$ cat src/rtl/ms_timer_sched_if.sv
// Bundles the per-channel timer control and status signals of ms_timer_sched.
// The master drives the tick, start/cancel pulses and durations; the slave
// (the scheduler) returns busy, done and overrun.
interface ms_timer_sched_if #(
  parameter int NCH = 4,
  parameter int W   = 16
);
  logic               tick_1ms;
  logic [NCH-1:0]     start;
  logic [NCH-1:0]     cancel;
  logic [NCH*W-1:0]   dur;
  logic [NCH-1:0]     busy;
  logic [NCH-1:0]     done;
  logic [NCH-1:0]     overrun;

  modport master (
    output tick_1ms, start, cancel, dur,
    input  busy, done, overrun
  );

  modport slave (
    input  tick_1ms, start, cancel, dur,
    output busy, done, overrun
  );
endinterface

$ cat src/rtl/ms_timer_sched.sv
// Shares one 1 ms tick among NCH countdown timers using a single decrementer.
// Each tick marks every busy channel as pending; a round-robin pointer visits
// one channel per clk and consumes that channel's pending tick. A second tick
// arriving before the first was consumed is dropped and flagged as overrun.
module ms_timer_sched #(
  parameter int NCH = 4,
  parameter int W   = 16
) (
  input  logic              clk,
  input  logic              reset,   // asynchronous, active-low
  ms_timer_sched_if.slave   bus
);

  localparam int PW = (NCH > 1) ? $clog2(NCH) : 1;

  logic [PW-1:0]  ptr_q, ptr_d;
  logic [W-1:0]   cnt_q [NCH];
  logic [W-1:0]   cnt_d [NCH];
  logic [NCH-1:0] pend_q, pend_d;
  logic [NCH-1:0] busy_q, busy_d;
  logic [NCH-1:0] done_q, done_d;
  logic [NCH-1:0] ovr_q,  ovr_d;
  logic [NCH-1:0] svc;
  logic [NCH-1:0] expire;

  // Next-state for the scan pointer and every channel.
  always_comb begin
    // NOTE: every variable gets a default before any branch so no path leaves
    // it unassigned; otherwise synthesis infers a latch.
    ptr_d  = (ptr_q == PW'(NCH - 1)) ? '0 : ptr_q + 1'b1;
    svc    = '0;
    expire = '0;
    pend_d = pend_q;
    busy_d = busy_q;
    done_d = '0;
    ovr_d  = ovr_q;
    for (int i = 0; i < NCH; i++) begin
      cnt_d[i] = cnt_q[i];

      // The shared decrementer serves only the channel under the pointer,
      // and only when no start/cancel is overriding it this clk.
      svc[i]    = (ptr_q == PW'(i)) && busy_q[i] && pend_q[i] &&
                  !bus.start[i] && !bus.cancel[i];
      expire[i] = svc[i] && (cnt_q[i] == W'(1));

      if (bus.start[i]) begin
        // Start wins over everything; a tick in this clk is not counted.
        cnt_d[i]  = bus.dur[i*W +: W];
        pend_d[i] = 1'b0;
        ovr_d[i]  = 1'b0;
        busy_d[i] = (bus.dur[i*W +: W] != '0);
        done_d[i] = (bus.dur[i*W +: W] == '0);
      end else if (bus.cancel[i]) begin
        // Count is frozen; no expiry is reported for a cancelled run.
        busy_d[i] = 1'b0;
        pend_d[i] = 1'b0;
      end else begin
        if (svc[i]) begin
          cnt_d[i]  = cnt_q[i] - 1'b1;
          pend_d[i] = 1'b0;
          if (expire[i]) begin
            busy_d[i] = 1'b0;
            done_d[i] = 1'b1;
          end
        end
        // A new tick re-arms pend even in the clk its predecessor is served;
        // if the old one is still waiting, the new one is lost.
        if (bus.tick_1ms && busy_q[i] && !expire[i]) begin
          if (pend_q[i] && !svc[i]) begin
            ovr_d[i] = 1'b1;
          end else begin
            pend_d[i] = 1'b1;
          end
        end
      end
    end
  end

  // State registers; reset clears every channel immediately.
  always_ff @(posedge clk or negedge reset) begin
    if (!reset) begin
      ptr_q  <= '0;
      pend_q <= '0;
      busy_q <= '0;
      done_q <= '0;
      ovr_q  <= '0;
      // NOTE: the counters are a handful of flops, not a RAM, so they are
      // reset along with the rest of the state.
      for (int i = 0; i < NCH; i++) begin
        cnt_q[i] <= '0;
      end
    end else begin
      // NOTE: non-blocking assignments so every register samples the
      // pre-edge values, independent of statement order.
      ptr_q  <= ptr_d;
      pend_q <= pend_d;
      busy_q <= busy_d;
      done_q <= done_d;
      ovr_q  <= ovr_d;
      for (int i = 0; i < NCH; i++) begin
        cnt_q[i] <= cnt_d[i];
      end
    end
  end

  assign bus.busy    = busy_q;
  assign bus.done    = done_q;
  assign bus.overrun = ovr_q;

endmodule
$ cat src/flat_wrapper.sv
// flat-port wrapper written by rule: the top's interface ports become plain ports
module ms_timer_sched_flat 
#(
  parameter int NCH = 4,
  parameter int W   = 16
)
  (clk, reset, bus_tick_1ms, bus_start, bus_cancel, bus_dur, bus_busy, bus_done, bus_overrun);
  ms_timer_sched_if #(.NCH(NCH), .W(W)) bus_i ();
  input  logic clk;
  input  logic reset;
  input wire logic [$bits(bus_i.tick_1ms)-1:0] bus_tick_1ms;
  input wire logic [$bits(bus_i.start)-1:0] bus_start;
  input wire logic [$bits(bus_i.cancel)-1:0] bus_cancel;
  input wire logic [$bits(bus_i.dur)-1:0] bus_dur;
  output wire logic [$bits(bus_i.busy)-1:0] bus_busy;
  output wire logic [$bits(bus_i.done)-1:0] bus_done;
  output wire logic [$bits(bus_i.overrun)-1:0] bus_overrun;
  assign bus_i.tick_1ms = bus_tick_1ms;
  assign bus_i.start = bus_start;
  assign bus_i.cancel = bus_cancel;
  assign bus_i.dur = bus_dur;
  assign bus_busy = bus_i.busy;
  assign bus_done = bus_i.done;
  assign bus_overrun = bus_i.overrun;
  ms_timer_sched #(.NCH(NCH), .W(W)) u_core (.clk(clk), .reset(reset), .bus(bus_i));
endmodule
$ cat config.mk
export PLATFORM = sky130hd
export DESIGN_NAME = ms_timer_sched_flat
export DESIGN_NICKNAME = d
export VERILOG_FILES = /design/src/rtl/ms_timer_sched_if.sv /design/src/rtl/ms_timer_sched.sv /design/src/flat_wrapper.sv
export SDC_FILE = /design/constraint.sdc
export NUM_CORES = 1
export LEC_CHECK = 0
export CELL_PAD_IN_SITES_DETAIL_PLACEMENT = 1
export CELL_PAD_IN_SITES_GLOBAL_PLACEMENT = 1
export CORE_MARGIN = 1.5
export CORE_UTILIZATION = 37
export CTS_BUF_LIST = sky130_fd_sc_hd__clkbuf_8
export DETAILED_ROUTE_END_ITERATION = 7
export PLACE_DENSITY_LB_ADDON = 0.08
export SYNTH_ARGS = -nofsm -noshare
export SYNTH_HDL_FRONTEND = slang
export SYNTH_SLANG_ARGS = --single-unit
$ cat constraint.sdc
create_clock -name clk -period 2.45 [get_ports clk]
set_input_delay 0.6125 -clock clk [delete_from_list [all_inputs] [get_ports clk]]
set_output_delay 0.6125 -clock clk [all_outputs]
set_load 0.01 [all_outputs]
==> run_1/port_nets.png <==
Drawn at 4 px/um.
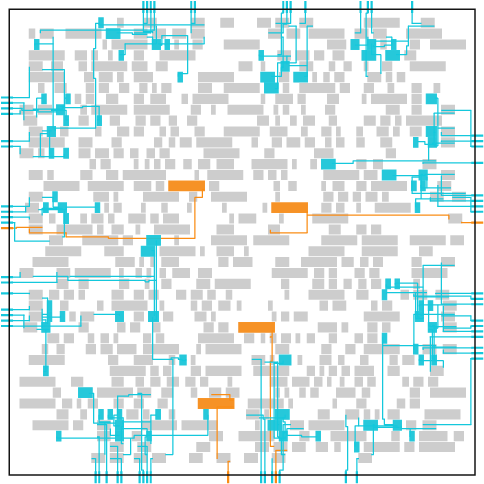
legend:
  cyan:
    port: `bus_dur`
    direction: input
    end_cells: 80
    wire: 1,810 um
  orange:
    port: `bus_overrun`
    direction: output
    end_cells: 4
    wire: 188 um

==> run_1/cell_classes.png <==
Drawn at 2 px/um.
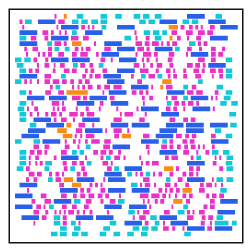
legend:
  orange:
    class: clock drivers and dummy loads
    cells: 16
    share_of_their_area: 3.4%
  blue:
    class: flip-flops
    cells: 82
    share_of_their_area: 34%
  cyan:
    class: other buffers and delay cells
    cells: 122
    share_of_their_area: 19%
  magenta:
    class: all other logic
    cells: 405
    share_of_their_area: 43%
Core ar.: 12,600 sq um
standard-cell rows: 41
total non-filler cell area in the finished layout: 6210 sq um
Util after Layout: 49.4%
flop share of the area: 33.1%

==> run_1/clock_map.png <==
Drawn at 2 px/um.
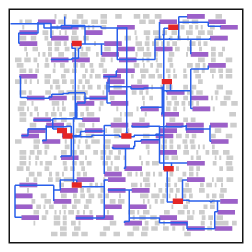
legend:
  purple:
    item: flip-flops
    count: 82
  blue:
    item: clock wires
    length: 1,300 um
  red:
    item: cells driving clock nets
    count: 9
routed clock nets: 10
clock insertion delay at the later pin of the skew report: 370 ps
clk_skew: 6.65 ps
Clock power frac: 33.1%

==> notes.md, run 1 <==
Main metrics from the flow reports.

Max-cap violations in this run came to 0. The area of the mapped netlist came out at 4730 sq um. At the pin with the least slew margin, the transition time is 595 ps. The library cells used most frequently in the layout, excluding fill and tap cells, are sky130_fd_sc_hd__clkdlybuf4s50_1 (85), sky130_fd_sc_hd__dfrtp_1 (82), sky130_fd_sc_hd__nand2_1 (55). Summed over its instances, the top area cell type makes up 43.4% of the synthesized netlist area. Counting both buffers and inverters, the worst setup path holds a total of 0. The top cell type by total area after synthesis is sky130_fd_sc_hd__dfrtp_1.

Among all stages on the critical path, the largest delay is contributed by sky130_fd_sc_hd__or4_4. The share of cell area taken by multi-input logic gates came out at 40.5%. The layout report lists the combined flip-flop and latch area as 2050 sq um. Among all flip-flop cells after synthesis, the most frequent one is sky130_fd_sc_hd__dfrtp_1.

The die extent in x is 116 um. According to the report, the first pass of detailed routing completed in 4 iterations. The global routing met2 resource utilization is 38.1%.

Synthesis produced 510 cells. The category of the worst setup path capture point is a flip-flop. The count of yosys warnings during synthesis came out at 0. After layout, the minimum clock period comes to 2330 ps. The initial antenna violation count came out at 0. For this run the detailed placement stage logged an HPWL of 11,000 um. The adder-cell share of the synthesized area is 3.17%. The longest incremental delay of any stage on the critical path is reported as 550 ps. The buffer_ports step reported a buffer count of 86. Setup slack on the critical path of the routed design comes to 119 ps.

The headroom to the max-slew limit came out at 60.3%. The mean cell area of the mapped netlist is 9.27 sq um. The power in combinational cells came out at 556 uW.

The most crowded layer after global routing is met2. Post-CTS repair ended up resizing 0 cells. The class of the most critical setup path is reg2reg. According to the cell report, flip-flops and latches in the layout number 82. The tap cell count is 172. Per the repair_timing log after CTS, setup buffers inserted total 0. The timing report gives the clock slew at the launch and capture registers of the worst setup and hold paths as 90 ps. The script computed a power per unit cell area of 514 nW/um^2. The net switching power came out at 922 uW. Setup repair after global routing left no endpoint under its margin. Synthesis instantiated 62 different standard cells from the library. For reference, XOR and XNOR gates occupy 1.85% of the area reported after synthesis. In this run the number of cells on the critical path is 4. The chip area came out at 13,500 sq um. The fraction of final cell area spent on clock buffers and inverters in this run is 3.29%. The clock H-tree reported by CTS has 3 levels. Counting flops with a built-in enable in the synthesized netlist gives 0. met1 track demand over resource after global routing is 29.8%. The area fraction in compound gates after synthesis is 20.5%. The flow ran to the end, and the final reports show no timing, DRC or antenna violations. The detailed route wirelength on metal3 is 423 um. The internal power of the cells totals 2.27 mW. OpenSTA lists the critical path endpoint as u_core.bus.busy[3]$_DFFE_PN0P_. Per the final layout report, the fraction of cells sized above drive strength 1 comes to 10.7%.

For this run, the total global-route usage over all layers was measured as 22.7%. The critical path maximum fanout is 4. The root buffer cell chosen for the clock tree is sky130_fd_sc_hd__clkbuf_8. The cell-mix breakdown from Yosys lists the simple-gate area share as 27.5%. Looking at the power breakdown, combinational cells take 17.4% of the total.

Entering global routing, the biggest net connects 45 pins. For the worst reg-to-reg path, the endpoint reported by OpenROAD is u_core.bus.busy[3]$_DFFE_PN0P_. The number of setup violations in the final report came out at 0.

The via count of the first global-routing pass is 4,720. The non-filler instance count after layout came out at 797. Per STA, the worst path is made up of or4_4 -> or4_4 -> or4_4 -> a22o_1. The final tally of hold violations is 0.

Ranked by flip-flop count, first place goes to u_core.cnt_q. The largest non-sequential cell family by area is simple AND/OR/NAND/NOR gates. Sorting the synthesized cells by how often they occur yields sky130_fd_sc_hd__dfrtp_1 (82), sky130_fd_sc_hd__nand2_1 (55), sky130_fd_sc_hd__nor2_1 (30), sky130_fd_sc_hd__o211ai_1 (29), sky130_fd_sc_hd__nand3_1 (25).

The initial detailed-routing violation count came out at 245. The flip-flop count of the largest register after layout is 64. The total sequential power came out at 1.58 mW. The max-slew violation count is 0.

The most frequent cell on the critical path is sky130_fd_sc_hd__or4_4. STA puts the critical path data arrival time at 2600 ps. In this run the worst setup path begins at u_core.cnt_q[10]$_DFFE_PN0P_. The count of tool warnings came out at 33. The cell family contributing the most delay on the critical path is simple AND/OR/NAND/NOR gates.

The first global-routing pass estimated 23,800 um of wire. The final antenna diode tally reported by the flow is 0. The number of clock-tree buffers in the layout came out at 11. Multi-input combinational cells in the finished layout were counted as 383.

The I/O pin total is 87. The cell class with the largest area share is multi-input combinational cells. From bottom edge to top edge, the die measures 116 um. Nets still carrying antenna violations after routing amount to 0. The placer's final routability congestion estimate came out at 0.842.

Yosys reports a chip area of 4730 sq um. In the per-layer summary, the met1 wirelength comes to 6870 um. The portion of the clock cycle consumed by the worst path in the final layout is 95.2%. The required time of the critical path came out at 2720 ps. The non-clock inverter count in the final layout is 22. By area the synthesized netlist is led by sky130_fd_sc_hd__dfrtp_1 (43%), sky130_fd_sc_hd__o211ai_1 (4.6%), sky130_fd_sc_hd__nand2_1 (4.4%). For this sky-water flow run, the detailed-routed wirelength per cell is reported as 18.1 um. The part of the power in registers came out at 49.4%.

The detailed-route wire length is 14,400 um. The clock distribution power came out at 1.06 mW. Synthesis produced a netlist with a net count of 597. According to the finish report, the design has a final net count of 707. The number of CTS-inserted buffers is 9. The setup slack of the worst register-to-register path is 120 ps. The effective utilization at floorplan is 37.6%. The flip-flop and latch count after synthesis is 82. Recorded from the global router log, the overflow total was 0. The vias after detailed routing came out at 4,565.

The reported leakage power is 2.47 nW. Switching power as a fraction of the total was reported as 28.9%. The worst hold path belongs to the class in2async.

TritonCTS built the clock tree. The register share after synthesis came out at 43.4%. The buffer share of cell area is 18.4%. Summed over all failing endpoints, the final setup total negative slack is 0 ps. For the worst reg-to-reg path, the startpoint reported by OpenROAD is u_core.cnt_q[10]$_DFFE_PN0P_. After detailed routing, no signal wire sits above met4. The met3 usage is 3.24%.

The number of cells on the worst reg-to-reg path is 4. The layout overhead on the synthesized area came out at 31.2%. The clock sink count came out at 82. Hold is met by 209 ps. The fraction of synthesized area in multiplexers is 0%. Non-clock buffers in the final layout number 122. Summing all multi-input logic gate instances after layout gives 2510 sq um. The hold buffer count at cts came out at 0. The layout filler cell count is 1,482. The peak supply drop is 381 uV. The most frequent cell after synthesis is sky130_fd_sc_hd__dfrtp_1. The total power after layout came out at 3.19 mW.

The total cell area at the placement stage came out at 6000 sq um. The leading power group is sequential cells. Yosys reported that registers with async set or reset make up 100%. The most common logic cell in the final layout is sky130_fd_sc_hd__clkdlybuf4s50_1. Per the detail_route report, vias per standard cell equal 5.73.
==> run 2, diff against run 1 <==
- CORE_UTILIZATION: 37 -> 36
- CTS_BUF_LIST: sky130_fd_sc_hd__clkbuf_8 -> not set
- REMOVE_ABC_BUFFERS: not set -> 1
- clock period: 2.45 -> 2.1 ns (I/O delays scaled with it)
==> notes.md, run 2 <==
Main metrics from the flow reports.

The run finished, with violations left. The final reports fail on setup timing. The max-slew violation count is 0 (unchanged). The chip area in the Yosys report came to 4730 sq um (unchanged). The maximum fanout count along the critical path came out at 4 (unchanged). The cell sequence reported for the critical path is or4_4 -> or4_4 -> or4_4 -> a22o_1. The count of flip-flops with a built-in enable after synthesis is 0 (unchanged). By area the synthesized netlist is led by sky130_fd_sc_hd__dfrtp_1 (43%), sky130_fd_sc_hd__o211ai_1 (4.6%), sky130_fd_sc_hd__nand2_1 (4.4%). The I/O pin total is 87 (unchanged).

The vias after detailed routing is 4,848 (+6.2%). The routed length on met1 is 7090 um (+3.3%). The global routing usage on met1 came out at 30.3% (+0.44 points). The number of iterations in the first detailed-routing pass was 5 (+1).

The master cell of the clock root buffer is sky130_fd_sc_hd__clkbuf_16. The number of setup violations in the final report came out at 5 (+5). The number of clock-tree buffers in the layout came out at 11 (unchanged). The most critical min-delay path falls under in2async.

By startpoint and endpoint, the worst setup path is classified as reg2reg. The detailed route wirelength on metal3 is 548 um (+30%). The share of final-layout standard cells stronger than drive strength 1 came out at 19.9% (+9.2 points). The non-clock inverter count in the final layout came out at 22 (unchanged). The area occupied by multi-input gates is 2590 sq um (+3.2%). In the layout the commonest cells are sky130_fd_sc_hd__clkdlybuf4s50_1 (84), sky130_fd_sc_hd__buf_4 (83), sky130_fd_sc_hd__dfrtp_1 (82).

The data arrival time of the critical path is 2420 ps (-180 ps). The number of CTS-inserted buffers is 9 (unchanged). The peak supply drop is 351 uV (-8.0%). The initial detailed-routing violation count came out at 243 (-0.82%). The initial antenna violation count came out at 0 (unchanged). The number of cells on the worst reg-to-reg path was 4 (unchanged). Setup repair after global routing could not meet its margin everywhere.

The flip-flop and latch count after synthesis was 82 (unchanged). Per the STA report, the cell with the highest stage delay on the worst path is sky130_fd_sc_hd__or4_4. The number of multi-input combinational cells in the layout came to 383 (unchanged). The maximum number of pins on one net before global-route repair is 47 (+4.4%). The share of cell area taken by multi-input logic gates is 38.3% (-2.2 points). The global routing met2 resource utilization came out at 39.6% (+1.5 points). The share of power burned in combinational logic came out at 18.2% (+0.8 points). The worst setup path endpoint is u_core.pend_q[3]$_DFF_PN0_. The post-route minimum period came out at 2190 ps (-138 ps). The total cell area at the placement stage is 6310 sq um (+5.1%). The max-capacitance violation count was 0 (unchanged). The total sequential power came out at 1.83 mW (+16%).

The dominant synthesized flop cell is sky130_fd_sc_hd__dfrtp_1. The biggest area contributor in the post-synthesis netlist is sky130_fd_sc_hd__dfrtp_1. The number of H-tree levels came out at 3 (unchanged). The net switching power came out at 1.17 mW (+27%). The adder-cell share of the synthesized area came to 3.17% (unchanged). Relative to the synthesized area, the layout overhead comes to 43.1%.

The number of diodes is 0 (unchanged). The TritonCTS clock tree is yes. The highest-count logic cell in the final layout is sky130_fd_sc_hd__clkdlybuf4s50_1.

The capture point of the worst register-to-register path is recorded as u_core.pend_q[3]$_DFF_PN0_. The flip-flop count of the largest register after layout is 64 (unchanged). The register share after synthesis is 43.4% (unchanged). The share of the synthesized netlist area taken by xor and xnor gates is 1.85% (unchanged). Of all power groups, the one with the highest power is sequential cells. The switching portion of total power is 27.4% (-1.5 points). Per the timing report, the most critical flop-to-flop path originates at u_core.cnt_q[7]$_DFFE_PN0P_.

The setup slack of the worst register-to-register path came out at -90 ps (-210 ps). The headroom to the max-slew limit is 62.9% (+2.5 points). STA classifies the critical path endpoint as a flip-flop. The sum of overflow across all layers after global routing is 0 (unchanged). The power density over the cells is 630 nW/um^2 (+23%). The sum of net half-perimeters after detailed placement came out at 11,700 um (+7.1%). The vertical die size is 118 um (+1.3%). The worst clock skew is 5.31 ps (-1.34 ps). The clock input transition at the sequential cells of the worst setup and hold paths came out at 60 ps (-30 ps). The total global routing track utilization is 23.3% (+0.64 points). The transition time at the pin with the least slew margin is 557 ps (-38.2 ps). The layout filler cell count is 1,523 (+2.8%).

The part of the power in registers came out at 42.9% (-6.5 points). The mean cell area of the mapped netlist is 9.27 sq um (unchanged). The setup slack at placement is -336 ps. The fraction of synthesized area in multiplexers is 0% (unchanged). The setup fix buffers added after clock tree synthesis is 4 (+4). The maximum frequency from static timing analysis came out at 456 MHz.

The share of final layout cell area taken by clock buffers and inverters came out at 4.51% (+1.2 points). Counting stages on the worst path, the most repeated cell is sky130_fd_sc_hd__or4_4. The placer's final routability congestion estimate is 0.837 (-0.55%). The area fraction in compound gates after synthesis is 20.5% (unchanged). The worst hold-check slack is 98.6 ps (-111 ps). The count of tool warnings was 34 (+3.0%). The site row count came to 41 (unchanged). The buffer share of cell area is 22.4% (+4.1 points).

The number of unique standard cell types used by synthesis is 62 (unchanged). The sequential cell count is 82 (unchanged). The buffer-and-inverter tally for the worst setup path came out at 0 (unchanged). Global route summary, busiest routing layer listed as met2. The total power after layout is 4.27 mW (+34%).

Among the non-sequential cells, simple AND/OR/NAND/NOR gates take the most area. Counting flops per register, the top entry is u_core.cnt_q. The final tally of hold violations came out at 0 (unchanged). The average vias per placed instance was 5.73 (about the same). The cell family contributing the most delay on the critical path is simple AND/OR/NAND/NOR gates. The effective utilization at floorplan is 37.2% (-0.46 points). The die extent in x came out at 118 um (+1.3%). The chip area is 13,800 sq um (+2.7%). The number of signal-net buffers in the layout is 171 (+40%). The register area is 2050 sq um (unchanged).

The detailed-route wire length is 15,700 um (+8.6%). The average wire length per cell after detail routing is 18.5 um (+2.3%). The non-filler instance count after layout is 846 (+6.1%). The top cell type's share of synthesized area came out at 43.4% (unchanged). The tap cell count is 172 (unchanged). The proportion of power drawn by the clock network is 38.9% (+5.8 points). In this run the top signal layer used is met4. The met3 usage came out at 3.59% (+0.34 points). The remaining antenna violation count after routing came out at 0 (unchanged).

The power in combinational cells is 776 uW (+40%). The wire length of the first global-routing pass came to 26,400 um (+11%). The area of the mapped netlist came out at 4730 sq um (unchanged). The cell class with the largest area share is multi-input combinational cells. The logic depth of the worst path, buffers included came out at 4 (unchanged). The clock sink count is 82 (unchanged).

The most critical setup path has its startpoint at u_core.cnt_q[7]$_DFFE_PN0P_. The count of yosys warnings during synthesis came out at 0 (unchanged). The via count of the first global-routing pass came out at 5,213 (+10%).

The internal power component is 3.10 mW (+37%). The total negative slack came out at -293 ps (-293 ps). The setup slack after layout is -93.1 ps (-212 ps). The hold buffer count at cts came out at 0 (unchanged). The area share of and/or/nand/nor cells after synthesis is 27.5% (unchanged). The number of nets in the layout came out at 756 (+6.9%). The portion of the clock cycle consumed by the worst path in the final layout is 104% (+9.3 points). The clock network latency to the later pin of the worst-skew pair is 340 ps (-30 ps).

The post-cts repair resize count came to 7 (+7).
==> run_2/cell_classes.png <==
Drawn at 2 px/um.
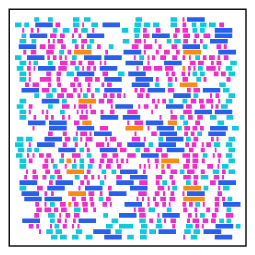
legend:
  orange:
    class: clock drivers and dummy loads
    cells: 16
    share_of_their_area: 4.7%
  magenta:
    class: all other logic
    cells: 405
    share_of_their_area: 41%
  cyan:
    class: other buffers and delay cells
    cells: 171
    share_of_their_area: 23%
  blue:
    class: flip-flops
    cells: 82
    share_of_their_area: 31%
Util after Layout: 53.2%
total non-filler cell area in the finished layout: 6770 sq um
flop share of the area: 30.3%
Core ar.: 12,700 sq um

==> run_2/final_placement.png <==
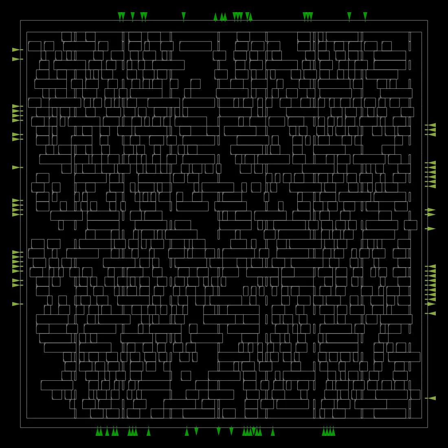

==> run 3, diff against run 2 <==
==> constraint.sdc (replaced) <==
create_clock -name clk -period 2.1 [get_ports clk]
set_input_delay 0.42 -clock clk [delete_from_list [all_inputs] [get_ports clk]]
set_output_delay 0.42 -clock clk [all_outputs]
set_load 0.01 [all_outputs]
==> run_3/final_placement.png <==
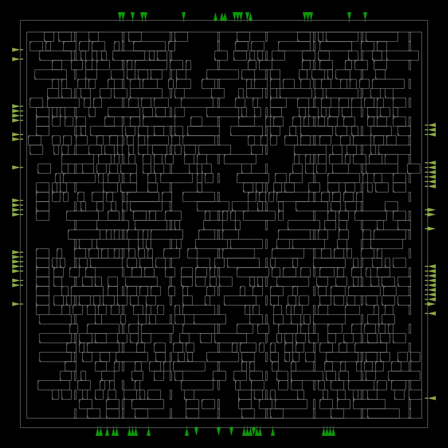
Util after Layout: 52.2%
number of flip-flops and latches: 82
flop share of the area: 30.9%
final instance count without filler cells: 837

==> notes.md, run 3 <==
Main metrics from the flow reports.

The share of final layout cell area taken by clock buffers and inverters came out at 3.99% (-0.52 points). The via count of the first global-routing pass is 5,150 (-1.2%). TritonCTS built the clock tree.

The number of unique standard cell types used by synthesis is 62 (unchanged). In this run the worst hold path is classified as reg2reg. The site row count is 41 (unchanged).

The number of nets in the layout is 747 (-1.2%). The power density over the cells came to 612 nW/um^2 (-2.9%). The final tally of hold violations is 0 (unchanged). The chip area in the Yosys report is 4730 sq um (unchanged). The flip-flop count of the largest register after layout came to 64 (unchanged).

The flip-flop and latch count after synthesis came out at 82 (unchanged). The data arrival time of the critical path came out at 2370 ps (-50 ps). The dominant synthesized flop cell is sky130_fd_sc_hd__dfrtp_1. The setup slack after layout is -32.5 ps (+60.6 ps). The register area is 2050 sq um (unchanged).

The global routing usage on met1 is 28.4% (-1.9 points). The launch point of the worst register-to-register path is recorded as u_core.cnt_q[9]$_DFFE_PN0P_. The timing report shows that the slowest cell on the worst path is sky130_fd_sc_hd__or4_4. The part of the power in registers came out at 45.1% (+2.2 points).

The mean cell area of the mapped netlist was 9.27 sq um (unchanged). The checks that failed: setup timing. STA classifies the critical path endpoint as a flip-flop.

The number of setup violations in the final report is 2 (-3). The initial detailed-routing violation count was 190 (-22%). The fraction of synthesized area in multiplexers came to 0% (unchanged). The post-cts repair resize count was 6 (-1). The area share of and/or/nand/nor cells after synthesis is 27.5% (unchanged). The buffer share of cell area is 21.8% (-0.61 points). The setup fix buffers added after clock tree synthesis came out at 1 (-3).

The leading power group is sequential cells. The detailed-route wire length is 15,400 um (-1.5%). The number of multi-input combinational cells in the layout came out at 383 (unchanged).

The non-clock inverter count in the final layout came out at 22 (unchanged). The vias after detailed routing is 4,832 (-0.33%). The detailed route wirelength on metal3 is 451 um (-18%). The peak supply drop was 403 uV (+15%).

The placer's final routability congestion estimate is 0.847 (+1.2%). The worst register-to-register path ends at u_core.pend_q[3]$_DFF_PN0_. The proportion of power drawn by the clock network was 36.6% (-2.3 points).

After detailed routing, no signal wire sits above met4. The adder-cell share of the synthesized area was 3.17% (unchanged). The chip area came out at 13,800 sq um (unchanged).

The average vias per placed instance is 5.77 (+0.74%). The maximum fanout count along the critical path is 5 (+1). The sum of overflow across all layers after global routing is 0 (unchanged). The count of flip-flops with a built-in enable after synthesis was 0 (unchanged). The total sequential power came out at 1.84 mW (about the same).

The clock network latency to the later pin of the worst-skew pair came out at 340 ps (about the same). The hold buffer count at cts came out at 1 (+1). By area the synthesized netlist is led by sky130_fd_sc_hd__dfrtp_1 (43%), sky130_fd_sc_hd__o211ai_1 (4.6%), sky130_fd_sc_hd__nand2_1 (4.4%).

The number of clock-tree buffers in the layout came out at 12 (+1). The most crowded layer after global routing is met2. Per the cell usage report, the commonest logic cells after layout are sky130_fd_sc_hd__clkdlybuf4s50_1 (85), sky130_fd_sc_hd__dfrtp_1 (82), sky130_fd_sc_hd__buf_4 (73). The maximum number of pins on one net before global-route repair came out at 40 (-15%).

The number of H-tree levels is 3 (unchanged). The max-capacitance violation count is 0 (unchanged). The logic depth of the worst path, buffers included came out at 4 (unchanged). The post-route minimum period is 2130 ps (-60.6 ps). The flow ran to the end, but the final reports show violations. The share of power burned in combinational logic came out at 18.3% (about the same).

sky130_fd_sc_hd__dfrtp_1 takes more of the synthesized area than any other cell. The area of the core is 12,700 sq um (unchanged). By area, multi-input combinational cells come first. The number of diodes is 0 (unchanged).

The total power after layout is 4.07 mW (-4.6%). The share of final-layout standard cells stronger than drive strength 1 is 17.6% (-2.3 points). From synthesis to final layout, the design area changed by 40.5%.

Per STA, the worst path is made up of or4_4 -> or4_4 -> or4_4 -> a22o_1. The worst hold-check slack is 503 ps (+404 ps). The master cell of the clock root buffer is sky130_fd_sc_hd__clkbuf_16. The total cell area at the placement stage came to 6270 sq um (-0.60%). The area fraction in compound gates after synthesis is 20.5% (unchanged). The average wire length per cell after detail routing is 18.4 um (-0.45%). The sum of net half-perimeters after detailed placement was 11,700 um (-0.54%).

Ranked by flip-flop count, first place goes to u_core.cnt_q. The design area came out at 6650 sq um (-1.8%). The tap cell count came to 172 (unchanged). The area of the mapped netlist came to 4730 sq um (unchanged). The switching portion of total power came out at 28.7% (+1.3 points). The number of cells on the worst reg-to-reg path came out at 4 (unchanged). The library cell used most frequently in the layout, excluding fill and tap cells, is sky130_fd_sc_hd__clkdlybuf4s50_1. Counting stages on the worst path, the most repeated cell is sky130_fd_sc_hd__or4_4. The I/O pin total came to 87 (unchanged). The number of iterations in the first detailed-routing pass is 4 (-1). The die extent in x was 118 um (unchanged). Per STA, the endpoint of the critical path is u_core.pend_q[3]$_DFF_PN0_.

==> layout pictures side by side <==
Where the registers sit.
Drawn at 2 px/um.
shot_01.png
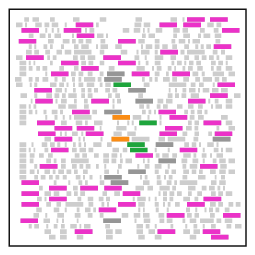
shot_02.png
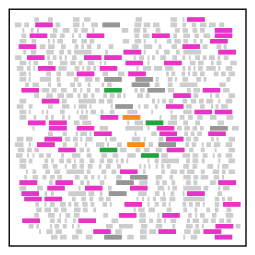
run 2: shot_02.png
run 3: shot_01.png

Key to shot_01.png:
legend:
  orange:
    netlist_name: `u_core.ptr_q`
    placed_flops: 2
  magenta:
    netlist_name: `u_core.cnt_q`
    placed_flops: 64
    where: spread over the die
  green:
    netlist_name: `u_core.pend_q`
    placed_flops: 4
    where: centre

Power and IR drop assume default switching activity.
